<file path="config.mk">
export PLATFORM = sky130hd
export DESIGN_NAME = mult_share_sched_flat
export DESIGN_NICKNAME = d
export VERILOG_FILES = /design/src/rtl/mult_share_sched_if.sv /design/src/rtl/mult_share_sched.sv /design/src/flat_wrapper.sv
export SDC_FILE = /design/constraint.sdc
export NUM_CORES = 1
export LEC_CHECK = 0
export CORE_UTILIZATION = 44
export CTS_CLUSTER_SIZE = 10
export DETAILED_ROUTE_END_ITERATION = 7
export GPL_ROUTABILITY_DRIVEN = 0
export PLACE_DENSITY = 0.88
export SLEW_MARGIN = 40
export SYNTH_ARGS = -nofsm -noshare
export SYNTH_HDL_FRONTEND = slang
export SYNTH_SLANG_ARGS = --single-unit
</file>
<file path="constraint.sdc">
create_clock -name clk -period 4.7 [get_ports clk]
set_clock_uncertainty 0.15 [all_clocks]
set_input_delay 0.94 -clock clk [delete_from_list [all_inputs] [get_ports clk]]
set_output_delay 0.94 -clock clk [all_outputs]
set_load 0.05 [all_outputs]
</file>
<file path="src/rtl/mult_share_sched_if.sv">
// Request and response channels of the shared-multiplier scheduler.
// The requester side bundles NREQ request lanes; the response side
// carries one result at a time back to whichever lane was served.
interface mult_share_sched_if #(
  parameter int WIDTH = 2,
  parameter int NREQ  = 4
);
  localparam int IDW = $clog2(NREQ);

  logic [NREQ-1:0]       req_valid;
  logic [NREQ*WIDTH-1:0] req_a;
  logic [NREQ*WIDTH-1:0] req_b;
  logic [NREQ-1:0]       req_ready;
  logic                  rsp_valid;
  logic                  rsp_ready;
  logic [IDW-1:0]        rsp_id;
  logic [2*WIDTH-1:0]    rsp_p;
  logic                  rsp_err;

  // Requester / response-consumer side
  modport master (
    output req_valid, req_a, req_b, rsp_ready,
    input  req_ready, rsp_valid, rsp_id, rsp_p, rsp_err
  );

  // Scheduler side
  modport slave (
    input  req_valid, req_a, req_b, rsp_ready,
    output req_ready, rsp_valid, rsp_id, rsp_p, rsp_err
  );
endinterface

</file>
<file path="src/rtl/mult_share_sched.sv">
// Round-robin scheduler sharing one combinational multiplier among NREQ
// requesters. Granted operands are registered onto the multiplier inputs,
// held for SETTLE cycles, then the product is captured, checked against a
// behavioural reference, and returned over a valid/ready response channel.
// A saturating counter scores how many products were wrong.
module mult_share_sched #(
  parameter int WIDTH  = 2,
  parameter int NREQ   = 4,
  parameter int SETTLE = 1,
  parameter int ERRW   = 8
) (
  input  logic                 clk,
  input  logic                 rst_n,
  mult_share_sched_if.slave    bus,
  output logic [WIDTH-1:0]     mult_a,
  output logic [WIDTH-1:0]     mult_b,
  input  logic [2*WIDTH-1:0]   mult_p,
  output logic [ERRW-1:0]      err_count,
  output logic                 busy
);

  localparam int IDW  = $clog2(NREQ);
  localparam int PW   = 2 * WIDTH;
  localparam int CNTW = (SETTLE > 1) ? $clog2(SETTLE) : 1;

  typedef enum logic [1:0] {
    S_IDLE = 2'd0,
    S_WAIT = 2'd1,
    S_RESP = 2'd2
  } state_t;

  state_t            state_q, state_d;
  logic [IDW-1:0]    ptr_q, ptr_d;
  logic [CNTW-1:0]   cnt_q, cnt_d;
  logic [WIDTH-1:0]  mult_a_q, mult_a_d;
  logic [WIDTH-1:0]  mult_b_q, mult_b_d;
  logic [IDW-1:0]    rsp_id_q, rsp_id_d;
  logic [PW-1:0]     rsp_p_q, rsp_p_d;
  logic              rsp_err_q, rsp_err_d;
  logic [ERRW-1:0]   err_count_q, err_count_d;

  logic [IDW-1:0]    cand_idx [NREQ];
  logic              grant_found;
  logic [IDW-1:0]    grant_idx;
  logic [WIDTH-1:0]  sel_a;
  logic [WIDTH-1:0]  sel_b;
  logic [PW-1:0]     prod_ref;
  logic [NREQ-1:0]   req_ready_c;
  logic              rsp_valid_c;
  logic              busy_c;

  // Reduce an index in [0, 2*NREQ) back into [0, NREQ); works for
  // non-power-of-two NREQ as well.
  function automatic logic [IDW-1:0] wrap_idx(input logic [IDW:0] s);
    if (s >= (IDW+1)'(NREQ)) begin
      return IDW'(s - (IDW+1)'(NREQ));
    end
    return s[IDW-1:0];
  endfunction

  // Search order: lane ptr first, then upward, wrapping past NREQ-1.
  for (genvar gi = 0; gi < NREQ; gi++) begin : g_cand
    assign cand_idx[gi] = wrap_idx({1'b0, ptr_q} + (IDW+1)'(gi));
  end

  // Pick the first valid requester at or after ptr.
  always_comb begin
    grant_found = 1'b0;
    grant_idx   = '0;
    for (int k = 0; k < NREQ; k++) begin
      if (!grant_found && bus.req_valid[cand_idx[k]]) begin
        grant_found = 1'b1;
        grant_idx   = cand_idx[k];
      end
    end
  end

  assign sel_a    = bus.req_a[grant_idx*WIDTH +: WIDTH];
  assign sel_b    = bus.req_b[grant_idx*WIDTH +: WIDTH];
  // Reference product at full output precision, from the held operands.
  assign prod_ref = PW'(mult_a_q) * PW'(mult_b_q);

  // State and datapath registers; everything clears immediately on reset.
  always_ff @(posedge clk or negedge rst_n) begin
    if (!rst_n) begin
      state_q     <= S_IDLE;
      ptr_q       <= '0;
      cnt_q       <= '0;
      mult_a_q    <= '0;
      mult_b_q    <= '0;
      rsp_id_q    <= '0;
      rsp_p_q     <= '0;
      rsp_err_q   <= 1'b0;
      err_count_q <= '0;
    end else begin
      state_q     <= state_d;
      ptr_q       <= ptr_d;
      cnt_q       <= cnt_d;
      mult_a_q    <= mult_a_d;
      mult_b_q    <= mult_b_d;
      rsp_id_q    <= rsp_id_d;
      rsp_p_q     <= rsp_p_d;
      rsp_err_q   <= rsp_err_d;
      err_count_q <= err_count_d;
    end
  end

  // Next-state logic: grant -> settle countdown -> hold response until taken.
  always_comb begin
    state_d = state_q;
    case (state_q)
      S_IDLE:  if (grant_found)       state_d = S_WAIT;
      S_WAIT:  if (cnt_q == '0)       state_d = S_RESP;
      S_RESP:  if (bus.rsp_ready)     state_d = S_IDLE;
      default:                        state_d = S_IDLE;
    endcase
  end

  // Datapath next values: latch operands on grant, capture product after
  // settling, advance pointer and score the result on response accept.
  always_comb begin
    ptr_d       = ptr_q;
    cnt_d       = cnt_q;
    mult_a_d    = mult_a_q;
    mult_b_d    = mult_b_q;
    rsp_id_d    = rsp_id_q;
    rsp_p_d     = rsp_p_q;
    rsp_err_d   = rsp_err_q;
    err_count_d = err_count_q;
    case (state_q)
      S_IDLE: begin
        if (grant_found) begin
          mult_a_d = sel_a;
          mult_b_d = sel_b;
          rsp_id_d = grant_idx;
          cnt_d    = CNTW'(SETTLE - 1);
        end
      end
      S_WAIT: begin
        if (cnt_q != '0) begin
          cnt_d = cnt_q - CNTW'(1);
        end else begin
          rsp_p_d   = mult_p;
          rsp_err_d = (mult_p != prod_ref);
        end
      end
      S_RESP: begin
        if (bus.rsp_ready) begin
          ptr_d = wrap_idx({1'b0, rsp_id_q} + (IDW+1)'(1));
          if (rsp_err_q && (err_count_q != {ERRW{1'b1}})) begin
            err_count_d = err_count_q + ERRW'(1);
          end
        end
      end
      default: ;
    endcase
  end

  // Moore outputs plus the combinational one-hot grant, which is forced
  // low while reset is held so no requester sees an accept it will lose.
  always_comb begin
    req_ready_c = '0;
    if ((state_q == S_IDLE) && grant_found && rst_n) begin
      req_ready_c[grant_idx] = 1'b1;
    end
    rsp_valid_c = (state_q == S_RESP);
    busy_c      = (state_q != S_IDLE);
  end

  assign bus.req_ready = req_ready_c;
  assign bus.rsp_valid = rsp_valid_c;
  assign bus.rsp_id    = rsp_id_q;
  assign bus.rsp_p     = rsp_p_q;
  assign bus.rsp_err   = rsp_err_q;
  assign mult_a        = mult_a_q;
  assign mult_b        = mult_b_q;
  assign err_count     = err_count_q;
  assign busy          = busy_c;

endmodule

</file>
<file path="src/flat_wrapper.sv">
// flat-port wrapper written by rule: the top's interface ports become plain ports
module mult_share_sched_flat 
#(
  parameter int WIDTH  = 2,
  parameter int NREQ   = 4,
  parameter int SETTLE = 1,
  parameter int ERRW   = 8
)
  (clk, rst_n, mult_a, mult_b, mult_p, err_count, busy, bus_req_valid, bus_req_a, bus_req_b, bus_rsp_ready, bus_req_ready, bus_rsp_valid, bus_rsp_id, bus_rsp_p, bus_rsp_err);
  mult_share_sched_if #(.WIDTH(WIDTH), .NREQ(NREQ)) bus_i ();
  input  logic clk;
  input  logic rst_n;
  output logic [WIDTH-1:0] mult_a;
  output logic [WIDTH-1:0] mult_b;
  input  logic [2*WIDTH-1:0] mult_p;
  output logic [ERRW-1:0] err_count;
  output logic busy;
  input wire logic [$bits(bus_i.req_valid)-1:0] bus_req_valid;
  input wire logic [$bits(bus_i.req_a)-1:0] bus_req_a;
  input wire logic [$bits(bus_i.req_b)-1:0] bus_req_b;
  input wire logic [$bits(bus_i.rsp_ready)-1:0] bus_rsp_ready;
  output wire logic [$bits(bus_i.req_ready)-1:0] bus_req_ready;
  output wire logic [$bits(bus_i.rsp_valid)-1:0] bus_rsp_valid;
  output wire logic [$bits(bus_i.rsp_id)-1:0] bus_rsp_id;
  output wire logic [$bits(bus_i.rsp_p)-1:0] bus_rsp_p;
  output wire logic [$bits(bus_i.rsp_err)-1:0] bus_rsp_err;
  assign bus_i.req_valid = bus_req_valid;
  assign bus_i.req_a = bus_req_a;
  assign bus_i.req_b = bus_req_b;
  assign bus_i.rsp_ready = bus_rsp_ready;
  assign bus_req_ready = bus_i.req_ready;
  assign bus_rsp_valid = bus_i.rsp_valid;
  assign bus_rsp_id = bus_i.rsp_id;
  assign bus_rsp_p = bus_i.rsp_p;
  assign bus_rsp_err = bus_i.rsp_err;
  mult_share_sched #(.WIDTH(WIDTH), .NREQ(NREQ), .SETTLE(SETTLE), .ERRW(ERRW)) u_core (.clk(clk), .rst_n(rst_n), .bus(bus_i), .mult_a(mult_a), .mult_b(mult_b), .mult_p(mult_p), .err_count(err_count), .busy(busy));
endmodule
</file>
### Register map, names as in the netlist, run 1

Scale: 6 px per micron. Other sequential cells in the stronger gray, the rest of the logic in the fainter gray.
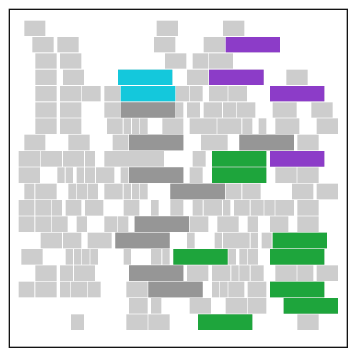
Key: purple = `u_core.bus.rsp_p` [flops 4, where north-east]; green = `u_core.err_count` [flops 8]; cyan = `u_core.mult_a` [flops 2]
Another 9 sequential cells are not colored.
final core utilization: 0.663
Flop area: 576 sq um

### The metal 2 layer, run 1

Scale: 6 px per micron.
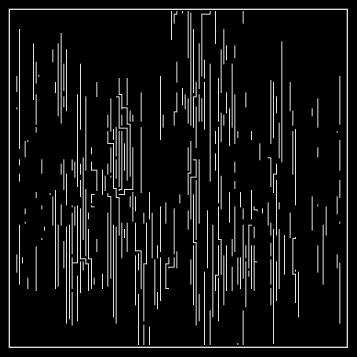
181 nets have wire on it. The longest straight run is 20.1 microns. The layer holds 51% of the routed length. The layer carries 1450 microns of wire. The wires run mostly vertical.
Vias: 1157
Routed Wire Length: 2860 microns
met2 Use GR: 0.354

### Drive-strength map, run 1

Scale: 8 px per micron.
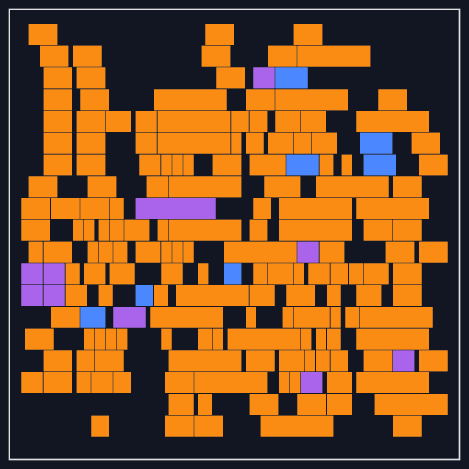
Key: purple = _3 and _4 cells [cells 10]; blue = _2 cells [cells 7]; orange = _0 and _1 cells [cells 163]
setup ws final: 0.844 ns
synthesis-to-finish area growth: 42.1%
Non-CTS buffers: 52

### Zoomed window, run 1

Region (16, 16) to (41, 41) microns. Cells in gray, sequential cells in the stronger gray; small squares are vias.
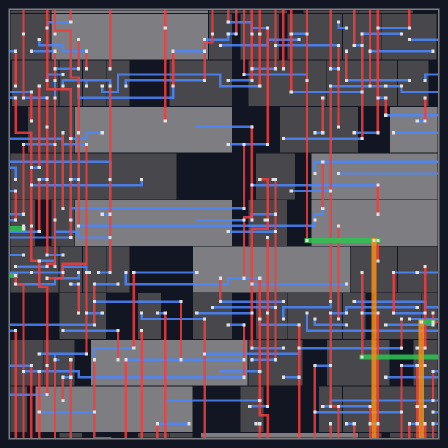
Key: green = metal 3; blue = metal 1; red = metal 2; orange = metal 4
Netlist names of flops here include `u_core.bus.rsp_id` (2), `u_core.err_count` (2), `u_core.mult_b` (2). Most frequent: nor2_1 (8), dfrtp_1 (8). Sequential cells in the window: 8. 50 logic cells have their middle in the window.

==> impl_metrics.ini, run 1 <==
; synthesis and place-and-route metrics
[run_status]
status = finished clean

[timing]
post-route-period-util = 0.820
tns_ns = 0
hold_viol_final = 0

[pwr]
ir_drop_v = 0.000494
power_frac_seq = 0.293
swShare = 0.501

[grt]
grt_max_degree = 25

[floorplanning]
dieArea_sq_um = 3150

[route]
wl_met3_microns = 158
drt_iter0_markers = 18
drc = 0
dr_wl_met2_microns = 1450

[synthesis]
synth_area_sq_um = 1290
synth_warnings = 0
ys_seq_share = 0.447

[worst_hold_path]
min_path_cells = 1
hold_path_class = flip-flop to flip-flop

[critical_path]
critical_path_cell_count = 7
critPathTopFamily = buffers and inverters
cp_slowest_cell = clkdlybuf4s50_1
worstSetupPathType = primary input to output pin

[place]
port_buffers = 51

[layout]
logic_gates = 97

[clocking]
post_cts_buffers = 0
-- run 1: Yosys cell counts --
| cell | count |
|---|---|
| a211oi_1 | 4 |
| buf_6 | 2 |
| mux2_2 | 4 |
| nand2_1 | 13 |
| nand2b_1 | 3 |
| xor2_1 | 6 |
| a21o_1 | 1 |
| nand3_1 | 4 |
| and3b_1 | 1 |
| and2_1 | 3 |
| o22a_1 | 1 |
| clkbuf_2 | 1 |
| clkbuf_1 | 1 |
| nor3_1 | 7 |
| a2111oi_4 | 1 |
| or3_4 | 1 |
| a2111oi_0 | 3 |
| o21a_1 | 1 |
| nor4_1 | 2 |
| o21ai_0 | 3 |
| inv_1 | 4 |
| nor3b_1 | 2 |
| nand4_1 | 2 |
| dfrtp_1 | 23 |
| xnor2_1 | 6 |
| or2_2 | 2 |
| o211ai_1 | 1 |
| nor2_1 | 11 |
| ha_1 | 3 |
| mux2i_1 | 5 |
| a21oi_2 | 1 |
| nand3b_1 | 1 |
| o22ai_1 | 1 |
| a21oi_1 | 4 |
-- run 1: power by group through the flow --
stage / clock [mW] / combinational (mW) / sequential [mW]
2_1_floorplan: 0 / 0.351 / 0.551
3_3_place_gp: 0 / 0.747 / 0.353
3_5_place_dp: 0 / 0.766 / 0.358
4_1_cts: 0.0936 / 0.769 / 0.354
5_1_grt: 0.103 / 0.813 / 0.368
6_report: 0.0904 / 0.764 / 0.355
-- run 1: sequential cells by signal, summed over array words and instances, names as in the netlist --
signal              flops
u_core.bus.rsp_id       2
u_core.bus.rsp_p        4
u_core.bus.rsp_err      1
u_core.state_q          2
u_core.mult_a           2
u_core.mult_b           2
u_core.ptr_q            2
u_core.err_count        8
### Track usage over the die, run 1

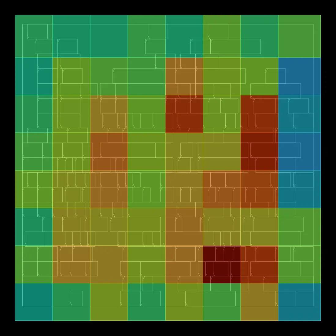

==> run 2: changes to the inputs <==
CORE_UTILIZATION = 38   (was 44)
PLACE_DENSITY = 0.82   (was 0.88)
clock period = 3.5 ns   (was 4.7 ns; I/O delays follow)
### Track usage over the die, run 2

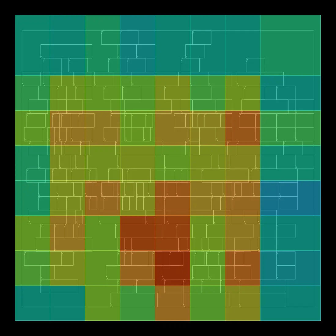
WL/cell: 13.3 microns
met2 Use GR: 0.344
GR Util met1: 0.204

==> impl_metrics.ini, run 2 <==
; synthesis and place-and-route metrics
[route]
drt-total-wl_microns = 3000
drt_iter0_markers = 15
dr_total_vias = 1122

[synthesis]
mux_share = 0.0739
yosys.cell_count.top_type = dfrtp_1
flop_cell = dfrtp_1
synthArstFlopShare = 1.00
ys_seq_share = 0.447
synth_warnings = 0
logic_family = simple AND/OR/NAND/NOR gates
ys_sh_aoi = 0.128
synth_area_sq_um = 1290
top_cells_by_count = dfrtp_1, nand2_1, nor2_1
syn-num-nets = 158
synth-edff-count = 0

[floorplanning]
die_w_microns = 60.2
dieArea_sq_um = 3620

[grt]
grt_max_degree = 24
antenna_found_initial = 0

[place]
port_buffers = 51
place_inst = 221

[layout]
logic_gates = 97
nNonClkBuffers = 53
logic_area_sq_um = 666
largest_register_ffs = 8
syn2layout_area_growth_pct = 47.8
drive_above_1_share = 0.0994

[worst_hold_path]
min_path_cells = 1
hold_end = u_core.err_count[7]
hold_path_class = flip-flop to flip-flop

[critical_path]
crit_fanout = 13

[run_status]
status = finished clean

[pwr]
ir_drop_v = 0.000330

[timing]
tns_ns = 0
post-route-period-util = 0.957
max_clock_freq_mhz = 298

[clocking]
post_cts_buffers = 0
## run 2: cell counts after synthesis
No cell type changed its count.
## run 2: logic make-up (layout without fill, tap and decap cells)
family                   Yosys count  count (layout)
AND-OR/OR-AND                     21              21
buffers and inverters              8              61
flip-flops                        23              23
XOR/XNOR                          12              12
AND/OR/NAND/NOR                   52              52
multiplexers                       9               9
adder cells (fa/ha/maj)            3               3
## run 2: how the worst max path moves through the flow
| stage | cells past startpoint | start | endpoint |
|---|---|---|---|
| 6_report | 6 | bus_req_valid[0] | bus_req_ready[0] |
| 5_1_grt | 6 | bus_req_valid[0] | bus_req_ready[2] |
| 4_1_cts | 7 | bus_req_valid[0] | bus_req_ready[0] |
| 3_5_place_dp | 7 | bus_req_valid[0] | bus_req_ready[0] |
| 3_3_place_gp | 6 | bus_req_valid[0] | bus_req_ready[1] |
| 2_1_floorplan | 6 | u_core.state_q[0] | bus_req_ready[0] |
## run 2: power breakdown
| group | total (mW) | internal, mW | switching, mW |
|---|---|---|---|
| logic | 1.06 | 0.419 | 0.641 |
| clock network | 0.120 | 0.0444 | 0.0757 |
| registers | 0.474 | 0.372 | 0.101 |
## run 2: worst max-delay path: stages
cell             delay (ns)
clkdlybuf4s50_1        0.57
mux2i_1                0.10
nor2_1                 0.26
or3_4                  0.30
nor3b_1                0.38
buf_12                 0.19
## run 2: stage by stage
stage	util	area, sq um	setup WS (ns)	hold WS (ns)
floorplan	-	1290	-0.0445	0.254
global placement	0.600	1880	0.199	0.333
detailed placement	0.600	1880	0.133	0.338
CTS	0.608	1900	0.134	0.356
global route	0.608	1900	0.0125	0.376
finish	0.608	1900	0.149	0.352
## run 2: layer usage
metal,GRT usage,wire [microns],vias up
met2,0.344,1560,39
met3,0.0130,138,2
met4,0.0598,22,0
met1,0.204,1280,520
met5,0,0,-
li1,-,-,561
### The metal 2 layer, run 2

Scale: 6 px per micron.
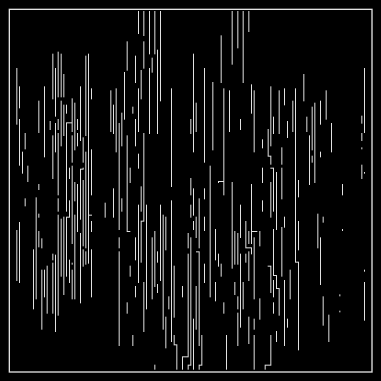

==> run 3: changes to the inputs <==
CORE_ASPECT_RATIO = 1.1   (was not set)
CORE_UTILIZATION = 44   (was 38)
CTS_BUF_LIST = sky130_fd_sc_hd__clkbuf_16   (was not set)
PLACE_DENSITY = 0.88   (was 0.82)
clock period = 4.3 ns   (was 3.5 ns; I/O delays follow)
### The metal 2 layer, run 3

Scale: 6 px per micron.
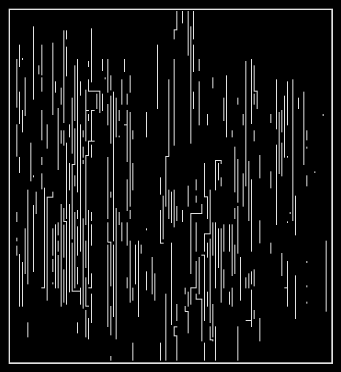
The layer carries 1470 microns of wire. The layer holds 49% of the routed length.
Vias: 1149
met2 Use GR: 0.361
Routed Wire Length: 3000 microns

==> impl_metrics.ini, run 3 <==
; synthesis and place-and-route metrics
[place]
port_buffers = 51
place_inst = 209
place_ws_ns = 0.480
dpl-instance-area_sq_um = 1860

[pwr]
pwr-share-comb = 0.593
internal-power_mw = 0.761
pwr-share-clk = 0.136
switchingPower_mw = 0.677
swShare = 0.471
ir_drop_v = 0.000503

[critical_path]
cp-startpoint = bus_req_valid[0]
worstSetupPathType = primary input to output pin
crit_fanout = 9
cp-endpoint = bus_req_ready[2]

[synthesis]
synthArstFlopShare = 1.00
top_cells_by_count = dfrtp_1, nand2_1, nor2_1
flop_cell = dfrtp_1
synth_area_sq_um = 1290
ys_seq_share = 0.447
yosys.cell_count.top_type = dfrtp_1
synth_warnings = 0

[grt]
antenna_found_initial = 0
grt_max_degree = 24

[clocking]
post_cts_buffers = 0

[layout]
drive_above_1_share = 0.0944
largest_register_ffs = 8
final_area_sq_um = 1930

[route]
drt_iter0_markers = 11
drc = 0
avgRoutedWirePerCell_microns = 14.1

[timing]
post-route-period-util = 0.883
hold_viol_final = 0
fin_ws_ns = 0.504

[floorplanning]
die_w_microns = 53.6

[run_status]
status = finished clean

[worst_hold_path]
hold_end = u_core.bus.rsp_p[0]
min_path_cells = 1
[run 3: cell counts after synthesis]
No cell type changed its count.
[run 3: final cells by class]
class | instances | area (sq um)
Clock buffer | 3 | 75.1
Fill cell | 225 | 843
Tap cell | 33 | 41.3
Sequential cell | 23 | 576
Multi-Input combinational cell | 97 | 666
Timing Repair Buffer | 52 | 558
Inverter | 4 | 15.0
Clock inverter | 1 | 3.75
[run 3: power by group through the flow]
stage / combinational, mW / clock (mW) / sequential, mW
after detailed placement: 0.857 / 0 / 0.392
after global routing: 0.914 / 0.208 / 0.402
after floorplan: 0.384 / 0 / 0.603
after CTS: 0.861 / 0.200 / 0.390
after global placement: 0.836 / 0 / 0.386
final: 0.852 / 0.196 / 0.389
[run 3: routing by layer]
metal / up-vias / wire length (microns)
met5: - / 0
met4: 0 / 89
met3: 10 / 208
met2: 52 / 1470
met1: 532 / 1230
li1: 555 / -
[run 3: per-stage QoR]
stage	total power, mW	hold WS (ns)	util
after global placement	1.22	0.336	0.668
after global routing	1.52	0.365	0.696
after floorplan	0.987	0.371	-
final	1.44	0.351	0.696
after CTS	1.45	0.355	0.696
after detailed placement	1.25	0.342	0.668
[run 3: cell families after synthesis]
kind of cell	Yosys count	synth area share
adder cells (fa/ha/maj)	3	0.0292
AND/OR/NAND/NOR	52	0.204
XOR/XNOR	12	0.0816
multiplexers	9	0.0739
AND-OR/OR-AND	21	0.128
buffers and inverters	8	0.0359
flip-flops	23	0.447
[run 3: critical path: stages]
cell	delay, ns
clkdlybuf4s50_1	0.57
nor4_1	0.09
or2_2	0.37
inv_1	0.17
nand2_1	0.14
nor3b_1	0.39
buf_12	0.19
Power figures rest on the tool's default switching activity, not on a simulated workload.
